### config.mk
export PLATFORM = sky130hd
export DESIGN_NAME = sequence_buffer
export DESIGN_NICKNAME = d
export VERILOG_FILES = /design/src/rtl/sequence_buffer_pkg.sv /design/src/rtl/sequence_store.sv /design/src/rtl/sequence_buffer.sv
export SDC_FILE = /design/constraint.sdc
export NUM_CORES = 1
export LEC_CHECK = 0
export CORE_MARGIN = 8
export CORE_UTILIZATION = 55
export DETAILED_ROUTE_END_ITERATION = 8
export PLACE_DENSITY = 0.83
export SETUP_SLACK_MARGIN = 0.5
export SYNTH_ARGS = -nofsm -noshare
export SYNTH_HDL_FRONTEND = slang
export SYNTH_SLANG_ARGS = --single-unit
### constraint.sdc
create_clock -name clk -period 5.18 [get_ports clk]
set_input_delay 1.036 -clock clk [delete_from_list [all_inputs] [get_ports clk]]
set_output_delay 1.036 -clock clk [all_outputs]
set_load 0.05 [all_outputs]
### src/rtl/sequence_buffer_pkg.sv
// rtl/sequence_buffer_pkg.sv - shared types for the sequence buffer
// Purpose: playback FSM state encoding used by sequence_buffer.
// Ports: none (package).
package sequence_buffer_pkg;

  typedef enum logic {
    IDLE = 1'b0,
    PLAY = 1'b1
  } state_t;

endpackage

### src/rtl/sequence_store.sv
// rtl/sequence_store.sv - reset-able symbol array with write, playback and registered read ports
// Purpose: storage for sequence_buffer.
// Ports:
//   clk, rst              clock, asynchronous active-high reset (zeroes every entry)
//   wr_en/wr_addr/wr_data single write port
//   play_addr/play_data   combinational index read used by playback
//   rd_addr/rd_data       registered random read (read-before-write on collision)
import sequence_buffer_pkg::*;

module sequence_store #(
  parameter int DATA_W = 2,
  parameter int DEPTH  = 4,
  parameter int ADDR_W = $clog2(DEPTH)
) (
  input  logic              clk,
  input  logic              rst,
  input  logic              wr_en,
  input  logic [ADDR_W-1:0] wr_addr,
  input  logic [DATA_W-1:0] wr_data,
  input  logic [ADDR_W-1:0] play_addr,
  output logic [DATA_W-1:0] play_data,
  input  logic [ADDR_W-1:0] rd_addr,
  output logic [DATA_W-1:0] rd_data
);

  localparam logic [ADDR_W:0] DEPTH_X = (ADDR_W + 1)'(DEPTH);

  logic [DATA_W-1:0] mem [DEPTH];
  logic [DATA_W-1:0] rd_word;

  // Indices past DEPTH exist only when DEPTH is not a power of two; they read as 0.
  assign play_data = ({1'b0, play_addr} < DEPTH_X) ? mem[play_addr] : '0;
  assign rd_word   = ({1'b0, rd_addr}   < DEPTH_X) ? mem[rd_addr]   : '0;

  // rd_data samples the pre-write contents, giving read-before-write.
  always_ff @(posedge clk or posedge rst) begin
    if (rst) begin
      for (int i = 0; i < DEPTH; i++) mem[i] <= '0;
      rd_data <= '0;
    end else begin
      rd_data <= rd_word;
      if (wr_en) mem[wr_addr] <= wr_data;
    end
  end

endmodule

### src/rtl/sequence_buffer.sv
// rtl/sequence_buffer.sv - append-only symbol sequence with streamed playback and random read
// Purpose: records up to DEPTH symbols, replays them in order over a valid/ready stream.
// Ports:
//   clk, rst                        clock, asynchronous active-high reset
//   clear                           synchronous empty + playback abort (wins over wr_en/play_start)
//   wr_en, wr_data, wr_drop         append port; wr_drop pulses the cycle after a rejected write
//   play_start                      start playback from entry 0
//   out_valid/out_ready/out_data/out_last  playback stream
//   rd_addr, rd_data                registered random read
//   length, empty, full, busy       status
import sequence_buffer_pkg::*;

module sequence_buffer #(
  parameter int DATA_W = 2,
  parameter int DEPTH  = 4,
  parameter int ADDR_W = $clog2(DEPTH),
  parameter int CNT_W  = $clog2(DEPTH + 1)
) (
  input  logic              clk,
  input  logic              rst,
  input  logic              clear,
  input  logic              wr_en,
  input  logic [DATA_W-1:0] wr_data,
  output logic              wr_drop,
  input  logic              play_start,
  output logic              out_valid,
  input  logic              out_ready,
  output logic [DATA_W-1:0] out_data,
  output logic              out_last,
  input  logic [ADDR_W-1:0] rd_addr,
  output logic [DATA_W-1:0] rd_data,
  output logic [CNT_W-1:0]  length,
  output logic              empty,
  output logic              full,
  output logic              busy
);

  localparam logic [CNT_W-1:0] DEPTH_C = CNT_W'(DEPTH);

  state_t            state, state_nxt;
  logic [CNT_W-1:0]  ptr;
  logic [DATA_W-1:0] play_data;
  logic [ADDR_W-1:0] play_addr;
  logic              wr_accept, wr_reject, start, xfer, xfer_more, xfer_end;

  assign full  = (length == DEPTH_C);
  assign empty = (length == '0);
  assign busy  = (state == PLAY);

  assign wr_accept = wr_en & ~clear & (state == IDLE) & ~full;
  assign wr_reject = wr_en & ~clear & ~wr_accept;
  assign start     = (state == IDLE) & play_start & ~empty & ~clear;
  assign xfer      = out_valid & out_ready;
  assign xfer_more = xfer & (ptr < length);
  assign xfer_end  = xfer & (ptr == length);

  // ptr already points at the symbol after the one on out_data.
  assign out_last  = out_valid & (ptr == length);
  assign play_addr = start ? '0 : ptr[ADDR_W-1:0];

  sequence_store #(
    .DATA_W (DATA_W),
    .DEPTH  (DEPTH),
    .ADDR_W (ADDR_W)
  ) u_store (
    .clk       (clk),
    .rst       (rst),
    .wr_en     (wr_accept),
    .wr_addr   (length[ADDR_W-1:0]),
    .wr_data   (wr_data),
    .play_addr (play_addr),
    .play_data (play_data),
    .rd_addr   (rd_addr),
    .rd_data   (rd_data)
  );

  always_ff @(posedge clk or posedge rst) begin
    if (rst) state <= IDLE;
    else     state <= state_nxt;
  end

  always_comb begin
    state_nxt = state;
    if (clear)                          state_nxt = IDLE;
    else if (start)                     state_nxt = PLAY;
    else if (state == PLAY && xfer_end) state_nxt = IDLE;
  end

  always_ff @(posedge clk or posedge rst) begin
    if (rst) begin
      length    <= '0;
      ptr       <= '0;
      out_valid <= 1'b0;
      out_data  <= '0;
      wr_drop   <= 1'b0;
    end else begin
      wr_drop <= wr_reject;
      if (clear) begin
        length    <= '0;
        ptr       <= '0;
        out_valid <= 1'b0;
      end else begin
        if (wr_accept) length <= length + CNT_W'(1);
        if (start) begin
          out_data  <= play_data;
          out_valid <= 1'b1;
          ptr       <= CNT_W'(1);
        end else if (xfer_more) begin
          out_data <= play_data;
          ptr      <= ptr + CNT_W'(1);
        end else if (xfer_end) begin
          out_valid <= 1'b0;
        end
      end
    end
  end

endmodule

==> GITHUB_STEP_SUMMARY <==
### Metrics collected by this job

| Metric | Value |
|---|---|
| Adder share | `8.11%` |
| CTS buffer count | `3` |
| Total Power | `595 uW` |
| Synth Flop Type | `dfrtp_1` |
| Total GRT Usage | `14.2%` |
| Post-layout min period | `3.29 ns` |
| I/O Buffers | `22` |
| Family with the most delay on the worst path | `buffers and inverters` |
| Post-route setup slack | `1.89 ns` |
| Yosys Instances | `117` |
| Routed WL | `between 2000 and 3000 um` |
| RePlAce Congestion | `0.946` |
| Longest Clk Path Bufs | `2` |
| Status | `finished, final reports clean` |
| Yosys Chip Area | `1230 sq um` |
| P&R area growth vs syn | `22.5%` |
| Fp util | `56.9%` |
| Cycle use final | `63.6%` |
| Async S/R FF share, synth | `100%` |
| Logic power comb | `between 200 and 300 uW` |
| Post-synth EDFFs | `0` |
==> final cells by class <==
cell class / instances / area (sq um) / share of cell area, %
clock buffers: 3 / 22.5 / 1.49
clock inverters: 1 / 5.00 / 0.331
inverters: 11 / 41.3 / 2.73
multi-input cells: 84 / 662 / 43.8
flip-flops and latches: 21 / 526 / 34.8
well taps: 28 / 35.0 / 2.32
repair buffers: 22 / 220 / 14.6
==> Yosys cell counts (2+ instances only) <==
library cell   n
nor2_1         8
a31oi_1        3
nand2b_1       2
nand3_1        5
inv_1         10
mux2_2         9
o21ai_0        6
xnor2_1        2
dfrtp_1       21
mux4_2         2
a21oi_1        6
ha_1           8
nand2_1       11
==> worst register-to-register path, delay by kind of cell (launching register included) <==
family          cells  cell delay [ns]
fa+ha+maj           1             0.33
buf+inv             1             0.11
simple gates        1             0.14
flops               1             0.45
compound gates      3             0.91
==> per-layer routing <==
metal  track usage, %  up-vias  routed length (um)
li1                 -      468                   -
met1             16.4      485                1130
met2             23.8       27                1430
met3             3.89        9                 159
met4             6.69        0                  61
met5                0        -                   0
==> sequential cells by signal, indices dropped and copies added, names as in the netlist <==
register / count
u_store.mem: 8
length: 3
ptr: 3
out_data: 2
u_store.rd_data: 2
busy: 1
out_valid: 1
wr_drop: 1
==> final timing paths <==
check	start	end
worst max-delay path	ptr[0]	out_last
worst min-delay path	out_data[0]	out_data[0]
worst max register to register	length[1]	out_data[1]
worst min register to register	out_data[0]	out_data[0]
max in group asynchronous	rst	u_store.mem[4]
min in group asynchronous	rst	ptr[2]
==> logic make-up after synthesis <==
logic type                 after synthesis
xor gates and xnor gates                 2
AOI/OAI and AO/OA                       24
buffers and inverters                   12
adders and majority gates                8
and+or+nand+nor                         38
muxes                                   12
DFF                                     21
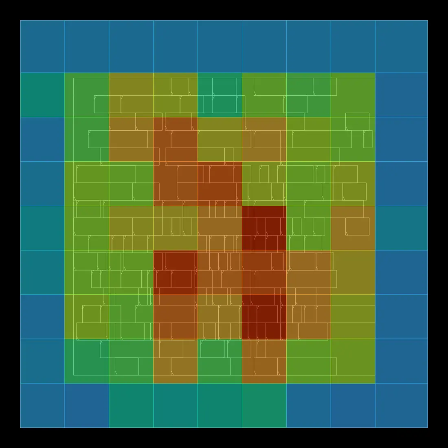
*Track usage over the die*
global routing's busiest layer: met2
met1 Resource Use GR: 16.4%
met2 Track Usage GR: 23.8%

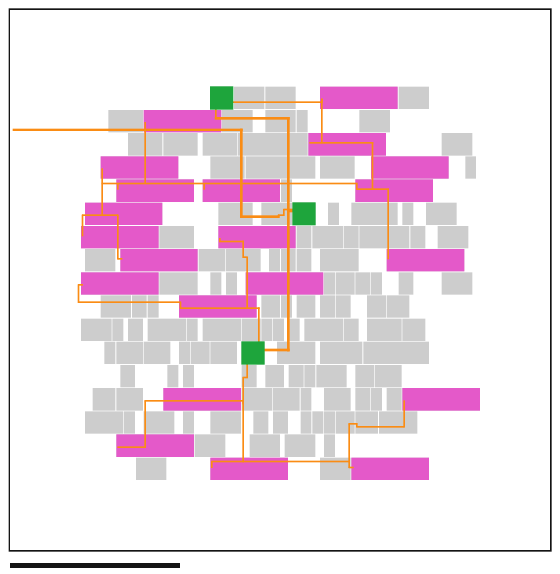
*Routed clock nets over the placement*
Scale bar: 20 um.
legend:
  orange:
    item: clock wires
    length: 293 um
  green:
    item: cells driving clock nets
    count: 3
  magenta:
    item: flip-flops
    count: 21
routed clock nets: 4

Power is estimated from default activity; no workload was simulated.
